`config.mk`:
```
export PLATFORM = sky130hd
export DESIGN_NAME = exposure_controller
export DESIGN_NICKNAME = d
export VERILOG_FILES = /design/src/rtl/exposure_controller.sv
export SDC_FILE = /design/constraint.sdc
export NUM_CORES = 1
export LEC_CHECK = 0
export CORE_MARGIN = 2
export CORE_UTILIZATION = 44
export CTS_CLUSTER_DIAMETER = 200
export DETAILED_ROUTE_END_ITERATION = 8
export GPL_TIMING_DRIVEN = 0
export PLACE_DENSITY = 0.73
export SLEW_MARGIN = 20
export SYNTH_ARGS = -nofsm -noshare
export SYNTH_HDL_FRONTEND = slang
export SYNTH_SLANG_ARGS = --single-unit
```
`constraint.sdc`:
```
create_clock -name Clk -period 2.2 [get_ports Clk]
set_clock_uncertainty 0.2 [all_clocks]
set_input_delay 0.22 -clock Clk [delete_from_list [all_inputs] [get_ports Clk]]
set_output_delay 0.22 -clock Clk [all_outputs]
set_load 0.02 [all_outputs]
```
`src/rtl/exposure_controller.sv`:
```
// Exposure controller: holds the user exposure setting and sequences erase -> expose -> two-row readout.
// Optional EXPOSE watchdog is compiled in with `define EXP_WATCHDOG_EN.
module exposure_controller #(
    parameter int EXP_WIDTH   = 5,
    parameter int EXP_MIN     = 2,
    parameter int EXP_MAX     = 30,
    parameter int EXP_DEFAULT = 15,
    parameter int WD_MARGIN   = 8
) (
    input  logic                 Clk,
    input  logic                 Reset,
    input  logic                 Init,
    input  logic                 Exp_increase,
    input  logic                 Exp_decrease,
    input  logic                 Ovf5,
    output logic                 Timer_start,
    output logic [EXP_WIDTH-1:0] Timer_initial,
    output logic                 Erase,
    output logic                 Expose,
    output logic                 NRE_1,
    output logic                 NRE_2,
    output logic                 ADC,
    output logic                 Busy,
    output logic                 Timeout
);

    localparam logic [EXP_WIDTH-1:0] EXP_MIN_V     = EXP_WIDTH'(EXP_MIN);
    localparam logic [EXP_WIDTH-1:0] EXP_MAX_V     = EXP_WIDTH'(EXP_MAX);
    localparam logic [EXP_WIDTH-1:0] EXP_DEFAULT_V = EXP_WIDTH'(EXP_DEFAULT);
    localparam logic [2:0]           RC_LAST       = 3'd6;

    // The all-ones setting is reserved so the timer always has room to count.
    if (EXP_MAX >= (2 ** EXP_WIDTH) - 1 || EXP_MIN > EXP_DEFAULT ||
        EXP_DEFAULT > EXP_MAX || WD_MARGIN < 0) begin : g_bad_params
        $error("exposure_controller: inconsistent parameters");
    end

    typedef enum logic [1:0] {
        ST_IDLE    = 2'd0,
        ST_EXPOSE  = 2'd1,
        ST_READOUT = 2'd2
    } state_t;

    state_t               state;
    state_t               state_next;
    logic [EXP_WIDTH-1:0] exp_time;
    logic [EXP_WIDTH-1:0] timer_initial_q;
    logic [2:0]           rc;
    logic                 first_cycle;
    logic                 ovf_accept;
    logic                 init_accept;

    assign init_accept   = (state == ST_IDLE) && Init;
    // An overflow seen in the first EXPOSE cycle belongs to the previous timer run.
    assign ovf_accept    = (state == ST_EXPOSE) && Ovf5 && !first_cycle;
    assign Timer_initial = timer_initial_q;

`ifdef EXP_WATCHDOG_EN
    localparam int WD_W = $clog2((2 ** EXP_WIDTH) + WD_MARGIN + 1);

    logic [WD_W-1:0] wd_cnt;
    logic [WD_W-1:0] wd_limit;
    logic            wd_expired;
    logic            timeout_q;

    // wd_cnt is 0 in the first EXPOSE cycle, so expiry lands after Exp_time+1+WD_MARGIN cycles.
    assign wd_limit   = WD_W'(timer_initial_q) + WD_W'(WD_MARGIN);
    assign wd_expired = (state == ST_EXPOSE) && !ovf_accept && (wd_cnt == wd_limit);
    assign Timeout    = timeout_q;

    always_ff @(posedge Clk or posedge Reset) begin
        if (Reset) begin
            wd_cnt    <= '0;
            timeout_q <= 1'b0;
        end else begin
            if (state == ST_EXPOSE) begin
                wd_cnt <= wd_cnt + WD_W'(1);
            end else begin
                wd_cnt <= '0;
            end
            if (wd_expired) begin
                timeout_q <= 1'b1;
            end else if (init_accept) begin
                timeout_q <= 1'b0;
            end
        end
    end
`else
    logic wd_expired;

    assign wd_expired = 1'b0;
    assign Timeout    = 1'b0;
`endif

    // State register
    always_ff @(posedge Clk or posedge Reset) begin
        if (Reset) begin
            state <= ST_IDLE;
        end else begin
            state <= state_next;
        end
    end

    // Next-state logic
    always_comb begin
        state_next = state;
        case (state)
            ST_IDLE: begin
                if (Init) begin
                    state_next = ST_EXPOSE;
                end
            end
            ST_EXPOSE: begin
                if (ovf_accept) begin
                    state_next = ST_READOUT;
                end else if (wd_expired) begin
                    state_next = ST_IDLE;
                end
            end
            ST_READOUT: begin
                if (rc == RC_LAST) begin
                    state_next = ST_IDLE;
                end
            end
            default: state_next = ST_IDLE;
        endcase
    end

    // Output logic
    always_comb begin
        Erase       = 1'b0;
        Expose      = 1'b0;
        NRE_1       = 1'b1;
        NRE_2       = 1'b1;
        ADC         = 1'b0;
        Timer_start = 1'b0;
        Busy        = 1'b1;
        case (state)
            ST_IDLE: begin
                Erase = 1'b1;
                Busy  = 1'b0;
            end
            ST_EXPOSE: begin
                Expose      = 1'b1;
                Timer_start = first_cycle;
            end
            ST_READOUT: begin
                // rc 0-2 row 1, rc 3 settling gap, rc 4-6 row 2; ADC mid-row.
                NRE_1 = !(rc <= 3'd2);
                NRE_2 = !(rc >= 3'd4);
                ADC   = (rc == 3'd1) || (rc == 3'd5);
            end
            default: begin
                Erase = 1'b1;
                Busy  = 1'b0;
            end
        endcase
    end

    // Datapath: exposure setting, capture latch, readout sub-counter.
    always_ff @(posedge Clk or posedge Reset) begin
        if (Reset) begin
            exp_time        <= EXP_DEFAULT_V;
            timer_initial_q <= EXP_DEFAULT_V;
            rc              <= 3'd0;
            first_cycle     <= 1'b0;
        end else begin
            first_cycle <= init_accept;
            if (init_accept) begin
                timer_initial_q <= exp_time;
            end
            // Adjustment only in IDLE and only when no capture starts this edge.
            if ((state == ST_IDLE) && !Init) begin
                if (Exp_increase && !Exp_decrease && (exp_time < EXP_MAX_V)) begin
                    exp_time <= exp_time + EXP_WIDTH'(1);
                end else if (Exp_decrease && !Exp_increase && (exp_time > EXP_MIN_V)) begin
                    exp_time <= exp_time - EXP_WIDTH'(1);
                end
            end
            if ((state == ST_READOUT) && (rc != RC_LAST)) begin
                rc <= rc + 3'd1;
            end else begin
                rc <= 3'd0;
            end
        end
    end

endmodule

```
==> summary.rpt, run 1 <==
RUN METRICS
----------------------------------------------------
[Critical path]
  Slowest-stage cell, CP ........................ fa_2
  Critical Path RT ........................ 2.21 ns
  Setup slack, reg-to-reg ........................ about 0.012 ns
  Arr. time, crit path ........................ 2.20 ns
  WP depth ........................ 7

[Place]
  Final weighted congestion in routability-driven placement ........................ 0.759
  Hpwl dp ........................ approximately 1.1 mm

[STA]
  Transition time at the pin with the least slew margin ........................ 0.582 ns
  Hold Fails Final Rpt ........................ 0
  Unrepaired setup endpoints after global routing ........................ true

[Route]
  DR top layer ........................ met4
  Iteration-0 DRC Markers ........................ 8
  Detailed-router iteration count before antenna repair ........................ 4
  Overall routed net length ........................ 1.65 mm

[Logic synthesis]
  Arithmetic-cell share of the synthesized area counting full adders, half adders and majority gates ........................ 17.1%
  Synth Seq Share ........................ around 45%
  Dominant register cell in the synthesized netlist ........................ dfstp_2
  Share of synthesized cell area in and-or and or-and compound cells ........................ 7.33%
  Unique cell types ........................ 30
  Average cell area after synthesis ........................ 11.5 sq um

[Floorplan]
  Core area ........................ 1960 sq um
  Number of placement rows ........................ 16

[Clock tree]
  Largest buffer count on any clock path ........................ 2
  Clock-pin transition on the worst setup and hold timing paths ........................ 0.09 ns

[Run]
  Warning total across the stage logs ........................ 34
  Max-capacitance violation count ........................ 0

[Cells and area]
  Net total in the final layout ........................ 126
  Fraction of area in registers ........................ around 33%
  Count of sequential standard cells ........................ 16
  Fillcell total ........................ approximately 180
  Buffer share of cell area ........................ 18.2%
  Number of clock-tree buffers in the layout ........................ 4

[Pwr]
  Clock network power share ........................ 10.8%
  Combinational power ........................ 1.01 mW
  Top pwr grp ........................ combinational cells

[Run status]
  Outcome ........................ completed

----------------------------------------------------
==> run 1: how the worst min path moves through the flow <==
stage / depth (start not counted) / slack (ns) / end
after floorplan: 1 / -0.07 / Timer_initial[4]
after global placement: 1 / 0.28 / rc[0]
after detailed placement: 1 / 0.29 / rc[0]
after CTS: 2 / 0.12 / Timer_initial[4]
after global routing: 2 / 0.17 / Timer_initial[4]
final: 2 / 0.09 / Timer_initial[4]
==> run 1: stage by stage <==
step / setup slack (ns) / power (mW) / std cells
3_3_place_gp: -0.184 / 1.41 / 124
4_1_cts: -0.00132 / 1.72 / 131
2_1_floorplan: 0.113 / 1.14 / 80
5_1_grt: -0.0796 / 1.93 / 134
3_5_place_dp: -0.214 / 1.44 / 124
6_report: 0.0117 / 1.77 / 134
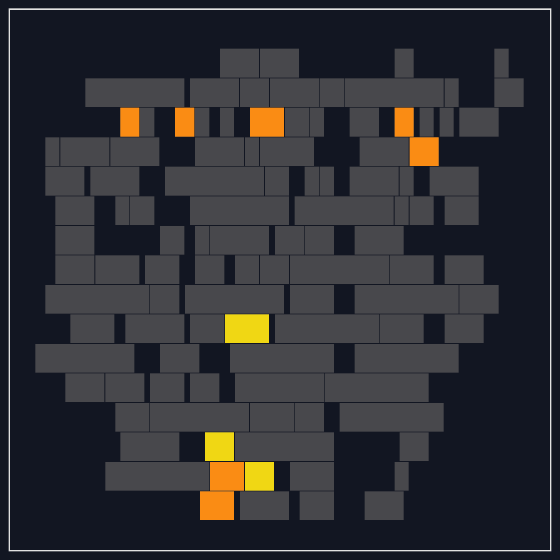
**Above:** run 1 (selected gate families).
Key: inverting AOI/OAI gates = orange [cells 7]; AND-OR and OR-AND gates = yellow [cells 3]
most frequent logic cell in the layout: clkdlybuf4s50_1
tally of non-filler cells in the final layout: 134
share of the final layout cell area in multi-input gates: 41.1%

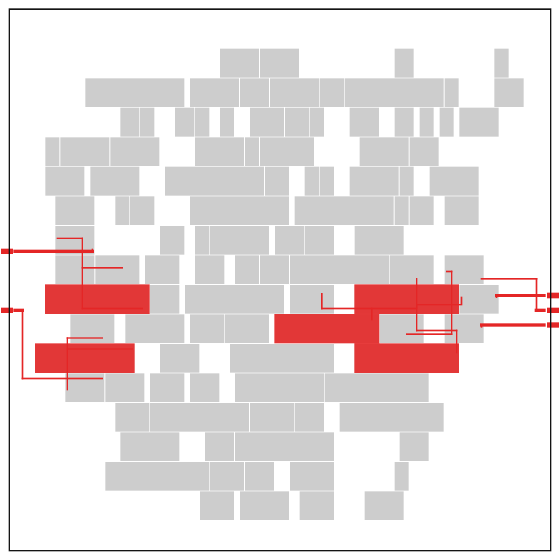
**Above:** run 1 (wires at chosen ports, followed through buffers).
Key: Timer_initial = red [bits 5, direction output, edge 3 right, 2 left, end cells 5, wire 110 microns]
number of buffer cells added on primary ports: 17
top-level port count: 19

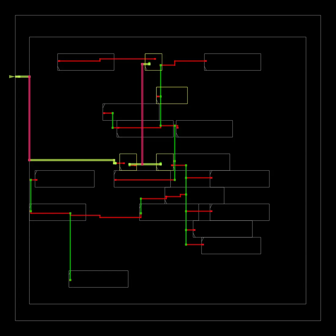
**Above:** run 1 (clock routing).
clock-net power: 0.192 mW
clock network latency to the later pin of the worst-skew pair: 0.28 ns

==> run 2, diff against run 1 <==
--- a/config.mk
+++ b/config.mk
@@ -6,11 +6,12 @@
 export NUM_CORES = 1
 export LEC_CHECK = 0
 export CORE_MARGIN = 2
-export CORE_UTILIZATION = 44
+export CORE_UTILIZATION = 45
 export CTS_CLUSTER_DIAMETER = 200
 export DETAILED_ROUTE_END_ITERATION = 8
 export GPL_TIMING_DRIVEN = 0
-export PLACE_DENSITY = 0.73
+export PLACE_DENSITY = 0.72
+export REMOVE_ABC_BUFFERS = 1
 export SLEW_MARGIN = 20
 export SYNTH_ARGS = -nofsm -noshare
 export SYNTH_HDL_FRONTEND = slang
==> constraint.sdc (replaced) <==
create_clock -name Clk -period 2.1 [get_ports Clk]
set_clock_uncertainty 0.2 [all_clocks]
set_input_delay 0.21 -clock Clk [delete_from_list [all_inputs] [get_ports Clk]]
set_output_delay 0.21 -clock Clk [all_outputs]
set_load 0.02 [all_outputs]
==> run 2 against run 1 <==
The run now ends with negative setup slack left. Global-route usage down 0.35 points. Sequential power rose by 5.8%. Via count fell by 0.89%. Wire length up 4.3%. Power rose by 4.7%. Flip-flop count did not move. Worst hold slack gained 0.0038 ns. Clock power increased by 7%. Register-to-register slack got worse by 0.18 ns. Utilization rose by 0.79 points. Worst setup slack worse by 0.18 ns. Largest power group unchanged.
==> summary.rpt, run 2 <==
RUN METRICS
----------------------------------------------------
[Run status]
  Outcome ........................ finished with violations
  Violated checks ........................ negative setup slack

[Logic synthesis]
  Share of synthesized cell area in and-or and or-and compound cells ........................ 7.33%
  Unique cell types ........................ 30
  Synth Seq Share ........................ 44.5%
  Arithmetic-cell share of the synthesized area counting full adders, half adders and majority gates ........................ 17.1%
  Largest cells by area after synthesis ........................ dfstp_2 23%, dfrtp_1 22%, ha_1 15%
  Average cell area after synthesis ........................ 11.5 sq um

[Critical path]
  Critical Path RT ........................ around 2.1 ns
  Setup slack, reg-to-reg ........................ -0.17 ns
  Arr. time, crit path ........................ 2.28 ns
  Slowest-stage cell, CP ........................ fa_2

[STA]
  Transition time at the pin with the least slew margin ........................ 0.587 ns
  Setup slack after layout ........................ -0.167 ns
  Final total negative setup slack ........................ -0.272 ns
  Unrepaired setup endpoints after global routing ........................ true
  Number of setup violations in the final report ........................ 3
  Hold Fails Final Rpt ........................ 0

[Place]
  Final weighted congestion in routability-driven placement ........................ 0.742
  Hpwl dp ........................ approximately 1.2 mm
  Number of buffer cells added on primary ports ........................ 17
  Number of cells after detailed placement ........................ 123
  Worst-case setup slack after placement ........................ -0.334 ns

[Cells and area]
  Net total in the final layout ........................ ~130
  Buffer share of cell area ........................ about a fifth
  Number of clock-tree buffers in the layout ........................ 4
  Fraction of area in registers ........................ ~33%

[Run]
  Warning total across the stage logs ........................ 33
  Max-capacitance violation count ........................ 0

[Floorplan]
  Number of placement rows ........................ 16
  Top-level port count ........................ 19
  Core area ........................ 1940 sq um

[Route]
  Detailed-router iteration count before antenna repair ........................ 4
  Overall routed net length ........................ 1.72 mm
  DR top layer ........................ met4

[Global routing]
  Pin count of the biggest net entering global routing ........................ 17

[Pwr]
  Top pwr grp ........................ combinational cells
  Combinational power ........................ about 1.1 mW

[Clock tree]
  Largest buffer count on any clock path ........................ 2

----------------------------------------------------
run 2: cell count changes in the layout (fill, tap and decap cells not counted):
cell / before / now
buf_4: 7 / 10
dlymetal6s2s_1: 3 / 2
clkdlybuf4s50_1: 13 / 10
ha_4: 2 / 1
dlygate4sd2_1: 1 / 5
ha_1: 8 / 9
run 2: how the worst max path moves through the flow:
stage | to | depth (start not counted) | slack, ns
global placement | exp_time[4] | 7 | -0.28
global route | exp_time[4] | 7 | -0.27
finish | exp_time[4] | 7 | -0.17
CTS | exp_time[4] | 7 | -0.11
floorplan | exp_time[4] | 7 | 0.01
detailed placement | exp_time[4] | 7 | -0.33
run 2: layer usage:
layer	global-route usage, %	vias to the layer above
met5	0	-
met4	5.71	0
met3	2.76	4
met2	24.5	23
met1	18.8	312
li1	-	330
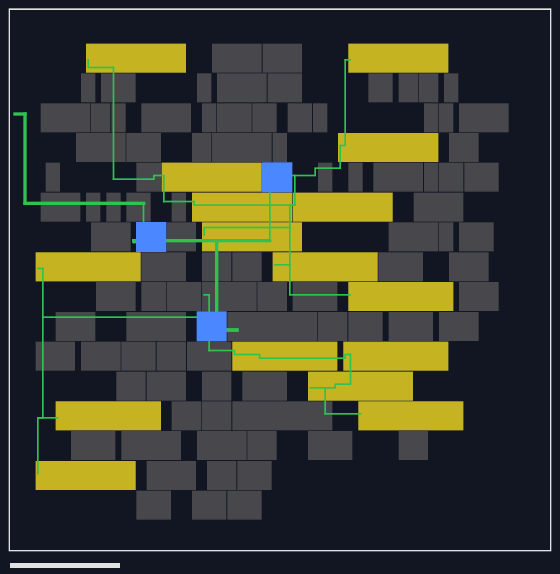
**Above:** run 2 (routed clock nets over the placement).
Bar = 10 microns.
Key: cells driving clock nets = blue [count 3]; clock wires = green [length 200 microns]; flip-flops = yellow [count 16]
There are 4 routed clock nets.

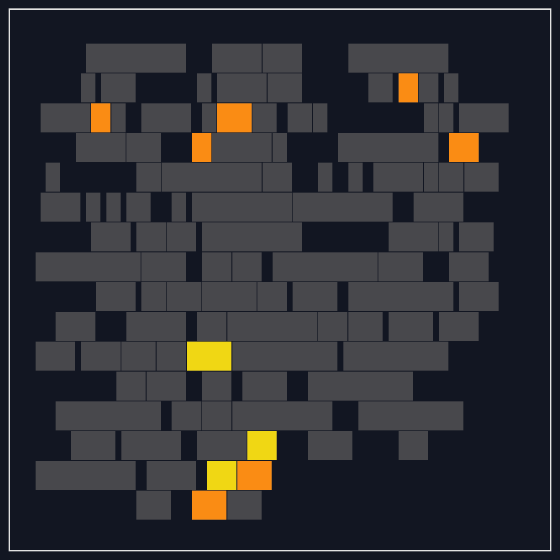
**Above:** run 2 (selected gate families).
Key: inverting AOI/OAI gates = orange [cells 7]; AND-OR and OR-AND gates = yellow [cells 3]
tally of non-filler cells in the final layout: 137
share of the final layout cell area in multi-input gates: 40.0%

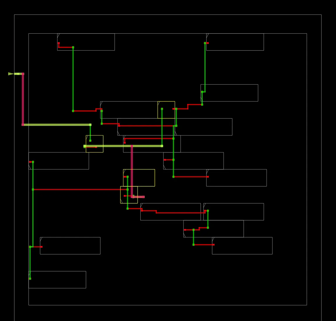
**Above:** run 2 (clock routing).
clock-net power: 0.205 mW
count of sequential standard cells: 16
clock network latency to the later pin of the worst-skew pair: 0.29 ns
clock tree sinks: 16
number of CTS-inserted buffers: 3

Power figures rest on the tool's default switching activity, not on a simulated workload.
